===== src/rtl/hex_emitter.sv =====
// Serial uppercase ASCII-hex formatter: takes one L-byte word, emits optional '*',
// 2L hex digits MSB nibble first, then optional CR LF, one character per transfer.
module hex_emitter #(
  parameter int unsigned L      = 2,
  parameter int unsigned PREFIX = 0,
  parameter int unsigned CRLF   = 0
) (
  input  logic           clk,
  input  logic           rst_n,
  input  logic           in_valid,
  output logic           in_ready,
  input  logic [8*L-1:0] num,
  output logic           out_valid,
  input  logic           out_ready,
  output logic [7:0]     out_char,
  output logic           out_last
);

  localparam int unsigned W       = 8 * L;
  localparam int unsigned N       = 2 * L + PREFIX + 2 * CRLF;
  localparam int unsigned IDX_W   = $clog2(N + 1);
  localparam int unsigned DIG_END = PREFIX + 2 * L;

  localparam logic [1:0] S_IDLE = 2'd0;
  localparam logic [1:0] S_SEND = 2'd1;
  localparam logic [1:0] S_DONE = 2'd2;

  logic [1:0]       r_state;
  logic [W-1:0]     r_shift;
  logic [IDX_W-1:0] r_idx;
  logic             r_in_ready;
  logic             r_out_valid;
  logic [7:0]       r_out_char;
  logic             r_out_last;

  logic [1:0]       w_nxt_state;
  logic [W-1:0]     w_nxt_shift;
  logic [IDX_W-1:0] w_nxt_idx;
  logic             w_nxt_in_ready;
  logic             w_nxt_out_valid;
  logic [7:0]       w_nxt_out_char;
  logic             w_nxt_out_last;

  logic [W-1:0]     w_adv_shift;
  logic [IDX_W-1:0] w_adv_idx;

  function automatic logic [7:0] hex_ascii(input logic [3:0] nib);
    hex_ascii = (nib < 4'd10) ? (8'h30 + {4'h0, nib}) : (8'h37 + {4'h0, nib});
  endfunction

  function automatic logic is_digit(input logic [IDX_W-1:0] pos);
    is_digit = !((PREFIX != 0) && (pos == '0)) && (pos < IDX_W'(DIG_END));
  endfunction

  // Character at sequence position pos; nib is the current top nibble of the word.
  function automatic logic [7:0] enc_char(input logic [IDX_W-1:0] pos,
                                          input logic [3:0]       nib);
    if ((PREFIX != 0) && (pos == '0))
      enc_char = 8'h2A;
    else if (pos < IDX_W'(DIG_END))
      enc_char = hex_ascii(nib);
    else if (pos == IDX_W'(DIG_END))
      enc_char = 8'h0D;
    else
      enc_char = 8'h0A;
  endfunction

  // The word shifts left one nibble each time a digit leaves.
  assign w_adv_shift = is_digit(r_idx) ? (r_shift << 4) : r_shift;
  assign w_adv_idx   = r_idx + IDX_W'(1);

  always_ff @(posedge clk) begin
    if (!rst_n) begin
      r_state     <= S_IDLE;
      r_shift     <= '0;
      r_idx       <= '0;
      r_in_ready  <= 1'b1;
      r_out_valid <= 1'b0;
      r_out_char  <= 8'h00;
      r_out_last  <= 1'b0;
    end else begin
      r_state     <= w_nxt_state;
      r_shift     <= w_nxt_shift;
      r_idx       <= w_nxt_idx;
      r_in_ready  <= w_nxt_in_ready;
      r_out_valid <= w_nxt_out_valid;
      r_out_char  <= w_nxt_out_char;
      r_out_last  <= w_nxt_out_last;
    end
  end

  always_comb begin
    w_nxt_state     = r_state;
    w_nxt_shift     = r_shift;
    w_nxt_idx       = r_idx;
    w_nxt_in_ready  = r_in_ready;
    w_nxt_out_valid = r_out_valid;
    w_nxt_out_char  = r_out_char;
    w_nxt_out_last  = r_out_last;

    case (r_state)
      S_IDLE: begin
        if (in_valid) begin
          w_nxt_state     = S_SEND;
          w_nxt_shift     = num;
          w_nxt_idx       = '0;
          w_nxt_in_ready  = 1'b0;
          w_nxt_out_valid = 1'b1;
          w_nxt_out_char  = enc_char('0, num[W-1 -: 4]);
          w_nxt_out_last  = 1'b0;
        end
      end
      S_SEND: begin
        if (out_ready) begin
          if (r_out_last) begin
            w_nxt_state     = S_DONE;
            w_nxt_out_valid = 1'b0;
            w_nxt_out_char  = 8'h00;
            w_nxt_out_last  = 1'b0;
          end else begin
            w_nxt_shift    = w_adv_shift;
            w_nxt_idx      = w_adv_idx;
            w_nxt_out_char = enc_char(w_adv_idx, w_adv_shift[W-1 -: 4]);
            w_nxt_out_last = (w_adv_idx == IDX_W'(N - 1));
          end
        end
      end
      S_DONE: begin
        w_nxt_state    = S_IDLE;
        w_nxt_idx      = '0;
        w_nxt_in_ready = 1'b1;
      end
      default: begin
        w_nxt_state     = S_IDLE;
        w_nxt_idx       = '0;
        w_nxt_in_ready  = 1'b1;
        w_nxt_out_valid = 1'b0;
        w_nxt_out_char  = 8'h00;
        w_nxt_out_last  = 1'b0;
      end
    endcase
  end

  assign in_ready  = r_in_ready;
  assign out_valid = r_out_valid;
  assign out_char  = r_out_char;
  assign out_last  = r_out_last;

endmodule


===== config.mk =====
export PLATFORM = sky130hd
export DESIGN_NAME = hex_emitter
export DESIGN_NICKNAME = d
export VERILOG_FILES = /design/src/rtl/hex_emitter.sv
export SDC_FILE = /design/constraint.sdc
export NUM_CORES = 1
export LEC_CHECK = 0
export CAP_MARGIN = 20
export CORE_AREA = 2 2 72 74
export CTS_BUF_LIST = sky130_fd_sc_hd__clkbuf_8
export DETAILED_ROUTE_END_ITERATION = 10
export DIE_AREA = 0 0 74 76
export PLACE_DENSITY = 0.68
export SLEW_MARGIN = 5
export SYNTH_ARGS = -nofsm -noshare
export SYNTH_HDL_FRONTEND = slang
export SYNTH_SLANG_ARGS = --single-unit

===== constraint.sdc =====
create_clock -name clk -period 4.7 [get_ports clk]
set_clock_uncertainty 0.15 [all_clocks]
set_input_delay 0.705 -clock clk [delete_from_list [all_inputs] [get_ports clk]]
set_output_delay 0.705 -clock clk [all_outputs]
set_load 0.01 [all_outputs]

==> run_1/met1.png <==
Bar = 20 um.
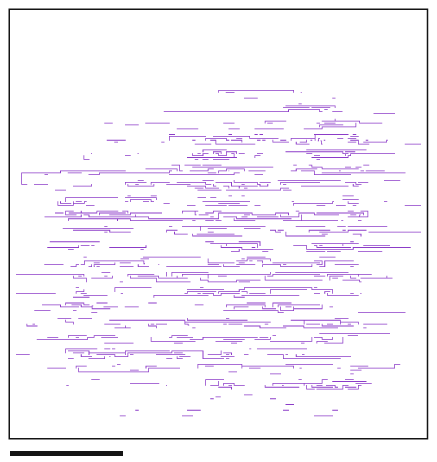
main direction = horizontal
longest straight run = 22.1 um
wire length on this layer = 1970 um
share of all routed wire = 47%
nets with wire on the layer = 244

==> run_1/met2.png <==
Bar = 20 um. Cells faint in the background.
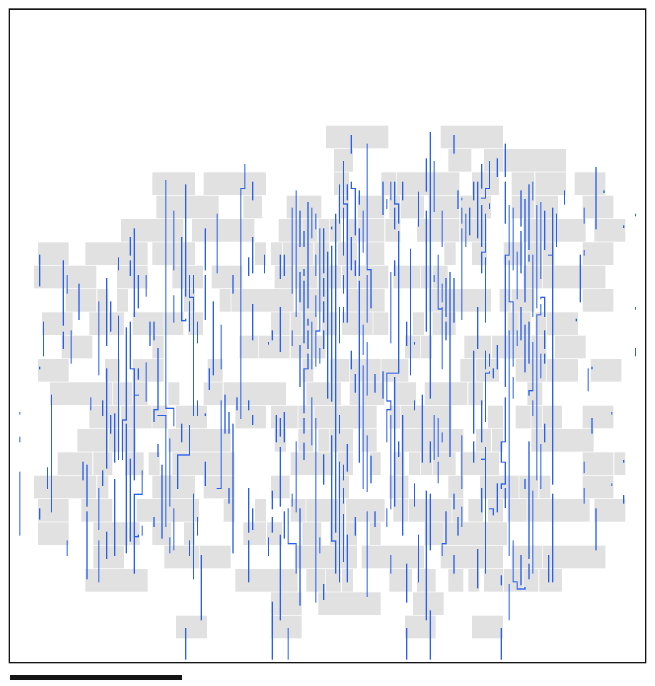
longest straight run = 37.1 um
share of all routed wire = 45%
nets with wire on the layer = 219

==> run_1/met3.png <==
Bar = 20 um. Cells faint in the background.
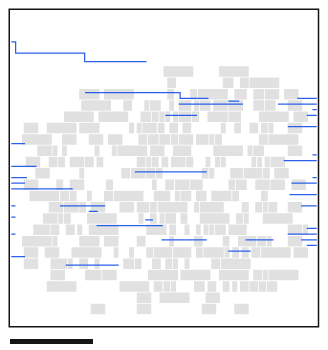
wire length on this layer = 270 um
share of all routed wire = 6.5%
vias after detailed routing: 1649
Total Routed Length: 4.15 mm
GR Layer Usage met3: 5.69%

==> impl_summary.log, run 1 <==
[flow] summary of implementation run
INFO  metric run_status = complete, no violations
INFO  metric rows = 26
INFO  metric timing_worst_slew_pin_value = slightly above 1 ns
INFO  metric endpoint_kind = register
INFO  metric io_pins = 31
INFO  metric startpoint = r_state[0]
INFO  metric post-route-cell-area = 2270 sq um
INFO  metric achievable-frequency = slightly above 400 MHz
INFO  metric grt_pass1_vias = between 1500 and 2000
INFO  metric share_seq_of_total_power = around 45%
INFO  metric antenna-diode-count = 0
INFO  metric cts.hold.buffers_added = 0
INFO  metric gp_congestion = slightly above 0.8
INFO  metric netlist_area = between 1500 and 2000 sq um
INFO  metric post_synth_fa_ha_maj_area_fraction = 2.65%
INFO  metric clockRootBuffer = sky130_fd_sc_hd__clkbuf_8
INFO  metric hp-class = register to register
INFO  metric place_area = 2170 sq um
INFO  metric timing_worst_setup_path_type = register to register
INFO  metric final_nets = 275
INFO  metric synth_xor_xnor_area_share = between 1.5 and 2%
INFO  metric layoutNonFillerInstCount = roughly 320
INFO  metric drt-vias-per-instance = between 5 and 6
INFO  metric netSwitchingFraction = 27.4%
INFO  metric post_synth_and_or_nand_nor_area_fraction = about a quarter
INFO  metric timing.critical_path.from_type = register
INFO  metric cts_sinks = 31
INFO  metric syn_inst = approximately 230
INFO  metric finalHoldViolCount = 0
INFO  metric finalWorstPathRequiredPeriod = 2.41 ns
INFO  metric first_iter_violations = about 110
INFO  metric place.detailed.instances = approximately 310
INFO  metric ys_seq_elements = 31
INFO  metric total_power = 667 uW
INFO  metric power_per_cell_area = about 290 nW/um^2
INFO  metric cts_inserted_buffers = 5
INFO  metric fill_cells = 491
INFO  metric ys_chip_area = ~1900 sq um
INFO  metric global_route.usage.total = 16.4%
INFO  metric fp_util = approximately two fifths
INFO  metric areaGrowthSynthToFinish = 20.0%
INFO  metric maximum_buffer_depth_of_the_clock_tree = 2
INFO  metric rr_endpoint = out_char[2]
INFO  metric totalNegativeSetupSlack = 0 ns
INFO  metric combinational_gate_area = approximately 1200 sq um
INFO  metric post-cts-setup-buffers = 0
INFO  metric critPathMaxFanout = 21
INFO  metric post_synth.cell_area_avg = 8.23 sq um
run 1: stage by stage:
stage	hold WS (ns)	worst slack, ns
after floorplan	0.286	2.87
after global placement	0.284	2.14
after detailed placement	0.293	2.11
after CTS	0.309	2.28
after global routing	0.324	2.01
final	0.303	2.29
run 1: critical path: stages (launching register included):
cell	delay, ns
sky130_fd_sc_hd__dfxtp_1	0.63
sky130_fd_sc_hd__nand2b_1	0.57
sky130_fd_sc_hd__o22ai_2	0.56
sky130_fd_sc_hd__and2_1	0.22
sky130_fd_sc_hd__o21ai_1	0.06
sky130_fd_sc_hd__a21oi_1	0.15
run 1: registers in the layout, summed over array words and instances, names as in the netlist:
register and flops:
in_ready 1, out_char 7, r_shift 16, out_valid 1, r_idx 3, r_state 2, out_last 1
run 1: layer usage:
layer / share of wire [%] / global-route usage [%] / vias to the layer above
li1: - / - / 841
met1: 47 / 21.7 / 757
met2: 45 / 23.7 / 49
met3: 6.5 / 5.69 / 2
met4: 0.92 / 7.64 / 0
met5: 0 / 0 / -
run 1: synth_stat cells (2+ instances only):
master / number
sky130_fd_sc_hd__o21ai_1: 3
sky130_fd_sc_hd__nor2_1: 14
sky130_fd_sc_hd__inv_1: 5
sky130_fd_sc_hd__o21a_1: 3
sky130_fd_sc_hd__nand2b_1: 6
sky130_fd_sc_hd__a21boi_2: 3
sky130_fd_sc_hd__nor2b_1: 13
sky130_fd_sc_hd__o21ai_0: 11
sky130_fd_sc_hd__buf_2: 4
sky130_fd_sc_hd__xnor2_1: 3
sky130_fd_sc_hd__buf_4: 2
sky130_fd_sc_hd__a21boi_0: 4
sky130_fd_sc_hd__dfxtp_1: 31
sky130_fd_sc_hd__nor3_1: 3
sky130_fd_sc_hd__nand3_2: 3
sky130_fd_sc_hd__a211oi_1: 3
sky130_fd_sc_hd__o211a_1: 9
sky130_fd_sc_hd__and3_1: 8
sky130_fd_sc_hd__o211ai_1: 3
sky130_fd_sc_hd__buf_6: 2
sky130_fd_sc_hd__and2_1: 3
sky130_fd_sc_hd__ha_1: 4
sky130_fd_sc_hd__a21oi_1: 20
sky130_fd_sc_hd__mux2i_1: 6
sky130_fd_sc_hd__nand3_1: 5
sky130_fd_sc_hd__a22o_1: 3
sky130_fd_sc_hd__nand2_1: 32
sky130_fd_sc_hd__clkbuf_1: 6
run 1: cell type report:
type	count	share of cell area, %
clock inverter	1	0.165
timing repair buffer	29	12.8
inverter	5	0.827
clock buffer	7	4.24
multi-input combinational	179	50.8
tap	70	3.86
sequential	31	27.3
run 1: kinds of logic after synthesis:
logic type | after synthesis
mux | 7
simple gates | 94
other cells | 1
fa+ha+maj | 4
xor+xnor | 4
compound gates | 69
flops | 31
buf+inv | 20
run 1: worst min-delay path by stage:
stage                 endpoint       start
global placement      in_ready    in_ready
finish                in_ready    in_ready
global route          in_ready    in_ready
CTS                   in_ready    in_ready
detailed placement    in_ready    in_ready
floorplan           r_shift[1]  r_shift[1]
run 1: power by group through the flow:
stage               combinational [mW]  clock [mW]  sequential (mW)
detailed placement               0.139           0            0.306
global placement                 0.139           0            0.306
CTS                              0.140       0.239            0.300
global route                     0.157       0.251            0.303
finish                           0.139       0.228            0.300
floorplan                       0.0994           0            0.303
## Run 2: what changed since run 1
==> constraint.sdc (replaced) <==
create_clock -name clk -period 2.4 [get_ports clk]
set_clock_uncertainty 0.15 [all_clocks]
set_input_delay 0.36 -clock clk [delete_from_list [all_inputs] [get_ports clk]]
set_output_delay 0.36 -clock clk [all_outputs]
set_load 0.01 [all_outputs]
==> run_2/met1.png <==
Bar = 20 um.
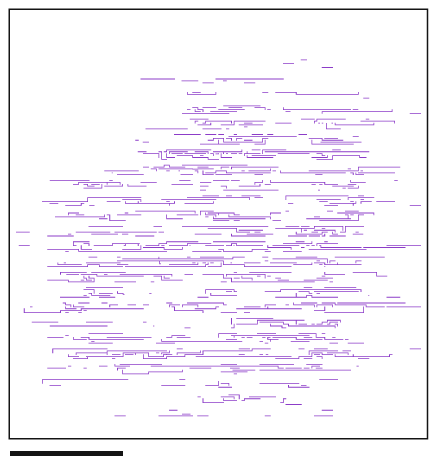
share of all routed wire = 50%
main direction = horizontal
nets with wire on the layer = 249
longest straight run = 22.5 um

==> run 2 against run 1 <==
  * Sequential share of layout area shrank 0.31 points
  * Fmax grew 27%
  * Synthesized cell count is the same
  * Sequential cell count is the same
  * Global-route usage grew 0.50 points
  * Sequential power grew 95%
  * Count of clock-buffer cells in the layout shrank 2
  * Cell count grew 1.2%
  * Critical path type unchanged
  * Largest cell class unchanged
  * Largest power group unchanged
==> impl_summary.log, run 2 <==
[flow] summary of implementation run
INFO  metric synth_xor_xnor_area_share = 1.85% (unchanged)
INFO  metric fp.dieW = roughly 74 um
INFO  metric seq_area_frac_synth = roughly 33%
INFO  metric maximum_buffer_depth_of_the_clock_tree = 2 (unchanged)
INFO  metric io_pins = 31 (unchanged)
INFO  metric run_status = complete, no violations
INFO  metric power_per_cell_area = 558 nW/um^2 (+90%)
INFO  metric rows = 26 (unchanged)
INFO  metric antenna-diode-count = 0 (unchanged)
INFO  metric netlist_area = 1890 sq um (unchanged)
INFO  metric first_iter_violations = 77 (-32%)
INFO  metric timing_worst_slew_pin_value = 0.714 ns (-0.322 ns)
INFO  metric finalHoldViolCount = 0 (unchanged)
INFO  metric cts_sinks = 31 (unchanged)
INFO  metric grt_pass1_vias = 1593 (+3.2%)
INFO  metric crit_path_top_cell_by_count = sky130_fd_sc_hd__mux2i_1
INFO  metric ys_seq_elements = 31 (unchanged)
INFO  metric preCtsSetupSlack = 0.298 ns (-1.81 ns)
INFO  metric areaGrowthSynthToFinish = 21.4%
INFO  metric post-cts-setup-buffers = 0 (unchanged)
INFO  metric drt-vias-per-instance = 5.20 (+1.5%)
INFO  metric combinational_gate_area = 1150 sq um (unchanged)
INFO  metric final_nets = 279 (+1.5%)
INFO  metric totalNegativeSetupSlack = 0 ns (unchanged)
INFO  metric ys_chip_area = 1890 sq um (unchanged)
INFO  metric critPathMaxFanout = 13 (-38%)
INFO  metric finalWorstPathRequiredPeriod = 1.90 ns (-0.508 ns)
INFO  metric timing_worst_setup_path_type = register to register
INFO  metric netSwitchingFraction = 29.9% (+2.5 points)
INFO  metric post_synth_fa_ha_maj_area_fraction = 2.65% (unchanged)
INFO  metric layoutNonFillerInstCount = 326 (+1.2%)
INFO  metric timing.critical_path.cells = mux2i_1 > ha_1 > nand2_1 > mux2i_1 > o211ai_1 > a21oi_1
INFO  metric place.detailed.instances = 318 (+1.3%)
INFO  metric clockRootBuffer = sky130_fd_sc_hd__clkbuf_8
INFO  metric global_route.usage.total = 16.9% (+0.50 points)
INFO  metric multiplexer_area_fraction_after_synthesis = between 3 and 4%
INFO  metric worst_path_largest_cell_delay = 0.64 ns (about the same)
INFO  metric critical_path.slowest_cell = sky130_fd_sc_hd__dfxtp_1
INFO  metric timing.critical_path.from_type = register
INFO  metric largest_register_ff_count = 16 (unchanged)
INFO  metric endpoint_kind = register
INFO  metric route.final.wire_length = 4.28 mm (+3.3%)
INFO  metric register_with_the_most_flip_flops = r_shift
INFO  metric ys_top_cells_by_count = sky130_fd_sc_hd__nand2_1 (32), sky130_fd_sc_hd__dfxtp_1 (31), sky130_fd_sc_hd__a21oi_1 (20)
INFO  metric cts_inserted_buffers = 5 (unchanged)
INFO  metric cts.hold.buffers_added = 0 (unchanged)
INFO  metric achievable-frequency = 526 MHz (+27%)
INFO  metric share_seq_of_total_power = 45.6% (+0.6 points)
[run 2: cell types whose count changed in the layout (fill, tap and decap cells not counted)]
cell / change
sky130_fd_sc_hd__buf_4: +3
sky130_fd_sc_hd__clkinv_2: +3
sky130_fd_sc_hd__clkbuf_8: -2
sky130_fd_sc_hd__buf_12: +1
sky130_fd_sc_hd__inv_1: -1
[run 2: final timing paths]
path | start | endpoint | slack [ns] | cells after the start
worst max-delay path | r_idx[2] | out_char[2] | 0.50 | 6
worst min-delay path | in_ready | in_ready | 0.30 | 1
worst max register to register | r_idx[2] | out_char[2] | 0.50 | 6
worst min register to register | in_ready | in_ready | 0.30 | 1
[run 2: stage by stage]
step                      hold slack (ns)  power [mW]  area (sq um)  util (%)
after floorplan                     0.286       0.789          1890         -
after global placement              0.286       0.879          2210      45.0
after detailed placement            0.290       0.883          2210      45.0
after CTS                           0.306        1.29          2300      46.7
after global routing                0.336        1.35          2300      46.7
final                               0.302        1.28          2300      46.7
[run 2: metal layers]
layer / up-vias / share of wire, % / global-route usage (%)
met1: 786 / 50 / 24.0
met5: - / 0 / 0
met4: 0 / 1.9 / 7.64
met3: 7 / 4.7 / 3.04
li1: 858 / - / -
met2: 43 / 44 / 24.6
[run 2: cell type report]
class | instances | share of cell area, %
multi-input cells | 179 | 50.2
clock inverters | 3 | 0.654
well taps | 70 | 3.81
flip-flops and latches | 31 | 27.0
clock buffers | 5 | 3.00
inverters | 5 | 0.817
repair buffers | 33 | 14.5
[run 2: cells by family after synthesis]
kind of cell    Yosys count
compound gates           69
xor+xnor                  4
fa+ha+maj                 4
buf+inv                  20
flops                    31
mux                       7
other cells               1
simple gates             94
[run 2: critical path: cells and delay by family (launching register included)]
kind,cells,cell delay [ns]
multiplexers,2,0.50
flip-flops,1,0.64
adder cells (fa/ha/maj),1,0.21
AND-OR/OR-AND,2,0.25
AND/OR/NAND/NOR,1,0.08
[run 2: power by group through the flow]
stage          Combinational, mW  Sequential [mW]  Clock, mW
4_1_cts                    0.289            0.584      0.420
5_1_grt                    0.322            0.591      0.438
3_3_place_gp               0.284            0.595          0
2_1_floorplan              0.195            0.594          0
6_report                   0.288            0.584      0.409
3_5_place_dp               0.288            0.596          0
## Run 3: what changed since run 2
--- a/config.mk
+++ b/config.mk
@@ -10,7 +10,7 @@
 export CTS_BUF_LIST = sky130_fd_sc_hd__clkbuf_8
 export DETAILED_ROUTE_END_ITERATION = 10
 export DIE_AREA = 0 0 74 76
-export PLACE_DENSITY = 0.68
+export PLACE_DENSITY = 0.7
 export SLEW_MARGIN = 5
 export SYNTH_ARGS = -nofsm -noshare
 export SYNTH_HDL_FRONTEND = slang
==> constraint.sdc (replaced) <==
create_clock -name clk -period 1.7 [get_ports clk]
set_clock_uncertainty 0.15 [all_clocks]
set_input_delay 0.255 -clock clk [delete_from_list [all_inputs] [get_ports clk]]
set_output_delay 0.255 -clock clk [all_outputs]
set_load 0.01 [all_outputs]
==> run_3/density.png <==
7 x 8 tiles, from white (low) to dark blue (high), 0 to 100% covered.
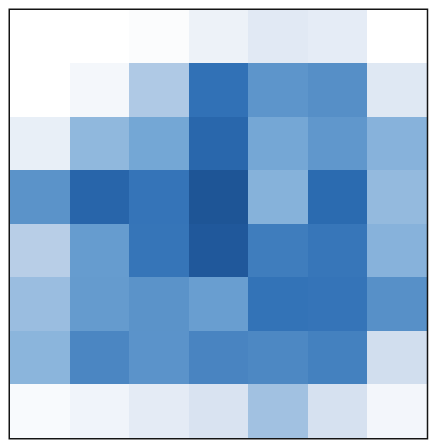
emptiest ninth of the die = top left
tiles over 75% full = 8.9%
nearly empty tiles = 7.1%
mean over tiles = 43%

==> run 3 against run 2 <==
  * Final area up 9.2%
  * First-iteration DRC count rose by 39%
  * Global-route usage is 0.085 points higher
  * Critical endpoint is now out_last
  * Critical path depth down 5
  * Hold slack improved by 0.0072 ns
  * Cell count up 6.7%
  * Total power grew 43%
  * Non-clock buffer count grew 22
  * Sequential share of layout area is 2.0 points lower
==> impl_summary.log, run 3 <==
[flow] summary of implementation run
INFO  metric run_status = complete, no violations
INFO  metric post-cts-setup-buffers = 0 (unchanged)
INFO  metric preCtsSetupSlack = -0.194 ns (-0.492 ns)
INFO  metric fp.dieW = 74 um (unchanged)
INFO  metric r2r_slack = 0.09 ns (-0.41 ns)
INFO  metric finalWorstPathRequiredPeriod = 1.65 ns
INFO  metric rr_endpoint = out_char[2]
INFO  metric global_route.usage.total = 17.0% (+0.085 points)
INFO  metric timing.critical_path.cells = clkdlybuf4s50_1
INFO  metric rows = 26 (unchanged)
INFO  metric finalHoldViolCount = 0 (unchanged)
INFO  metric post_synth_fa_ha_maj_area_fraction = 2.65% (unchanged)
INFO  metric timing.critical_path.from_type = register
INFO  metric worstReg2RegStart = r_idx[2]
INFO  metric synth_xor_xnor_area_share = 1.85% (unchanged)
INFO  metric r2r.worst_path.cells = 6 (unchanged)
INFO  metric critical_path.n_buffers_inverters = 1 (+1)
INFO  metric critical-path-top-delay-family = buffers and inverters
INFO  metric antenna-diode-count = 0 (unchanged)
INFO  metric multiplexer_area_fraction_after_synthesis = 3.77% (unchanged)
INFO  metric worst_path_largest_cell_delay = 0.55 ns (-0.09 ns)
INFO  metric io_pins = 31 (unchanged)
INFO  metric layoutNonFillerInstCount = 348 (+6.7%)
INFO  metric postLayoutCoreUtil = 51.0% (+4.3 points)
[run 3: cells by family after synthesis]
logic type               after synthesis
AND/OR/NAND/NOR                       94
AND-OR/OR-AND                         69
adder cells (fa/ha/maj)                4
XOR/XNOR                               4
buffers and inverters                 20
flip-flops                            31
multiplexers                           7
other                                  1
[run 3: tightest hold or removal path, delay by kind of cell, from the launching register on]
family          cells  cell delay [ns]
compound gates      1             0.04
simple gates        1             0.06
flops               1             0.31
[run 3: repair_timing]
action                                 in CTS  in global routing
gates resized                               2                 10
endpoints found under the hold margin       0                  0
pin swaps                                   0                  1
setup endpoints to repair                   3                 20
[run 3: report_power, final]
part	switching (mW)	internal, mW	total [mW]
Combinational	0.213	0.247	0.460
Clock	0.269	0.275	0.544
Sequential	0.0468	0.781	0.828
Total	0.529	1.30	1.83
[run 3: area by class of cell]
class	count	area, sq um
repair buffers	55	510
clock inverters	3	12.5
clock buffers	5	68.8
fillers	471	2400
flip-flops and latches	31	628
inverters	5	18.8
multi-input cells	179	1180
well taps	70	87.6
[run 3: per-stage QoR]
| stage | total power [mW] | hold slack, ns |
|---|---|---|
| 6_report | 1.83 | 0.309 |
| 3_3_place_gp | 1.29 | 0.290 |
| 3_5_place_dp | 1.30 | 0.299 |
| 4_1_cts | 1.84 | 0.308 |
| 5_1_grt | 1.94 | 0.338 |
| 2_1_floorplan | 1.11 | 0.242 |
[run 3: how the worst min path moves through the flow]
stage / slack (ns) / endpoint / startpoint / cells past startpoint
finish: 0.31 / r_shift[1] / r_shift[1] / 2
global route: 0.34 / r_shift[2] / r_shift[2] / 2
global placement: 0.29 / in_ready / in_ready / 1
detailed placement: 0.30 / r_shift[3] / r_shift[3] / 2
floorplan: 0.24 / r_shift[1] / num[1] / 2
CTS: 0.31 / r_shift[3] / r_shift[3] / 2
[run 3: layer usage]
metal / up-vias / global-route usage [%] / part of all wire [%]
met1: 805 / 21.9 / 47
li1: 905 / - / -
met4: 0 / 5.09 / 0.55
met3: 2 / 5.29 / 4.7
met5: - / 0 / 0
met2: 48 / 26.9 / 47
Power figures rest on the tool's default switching activity, not on a simulated workload.
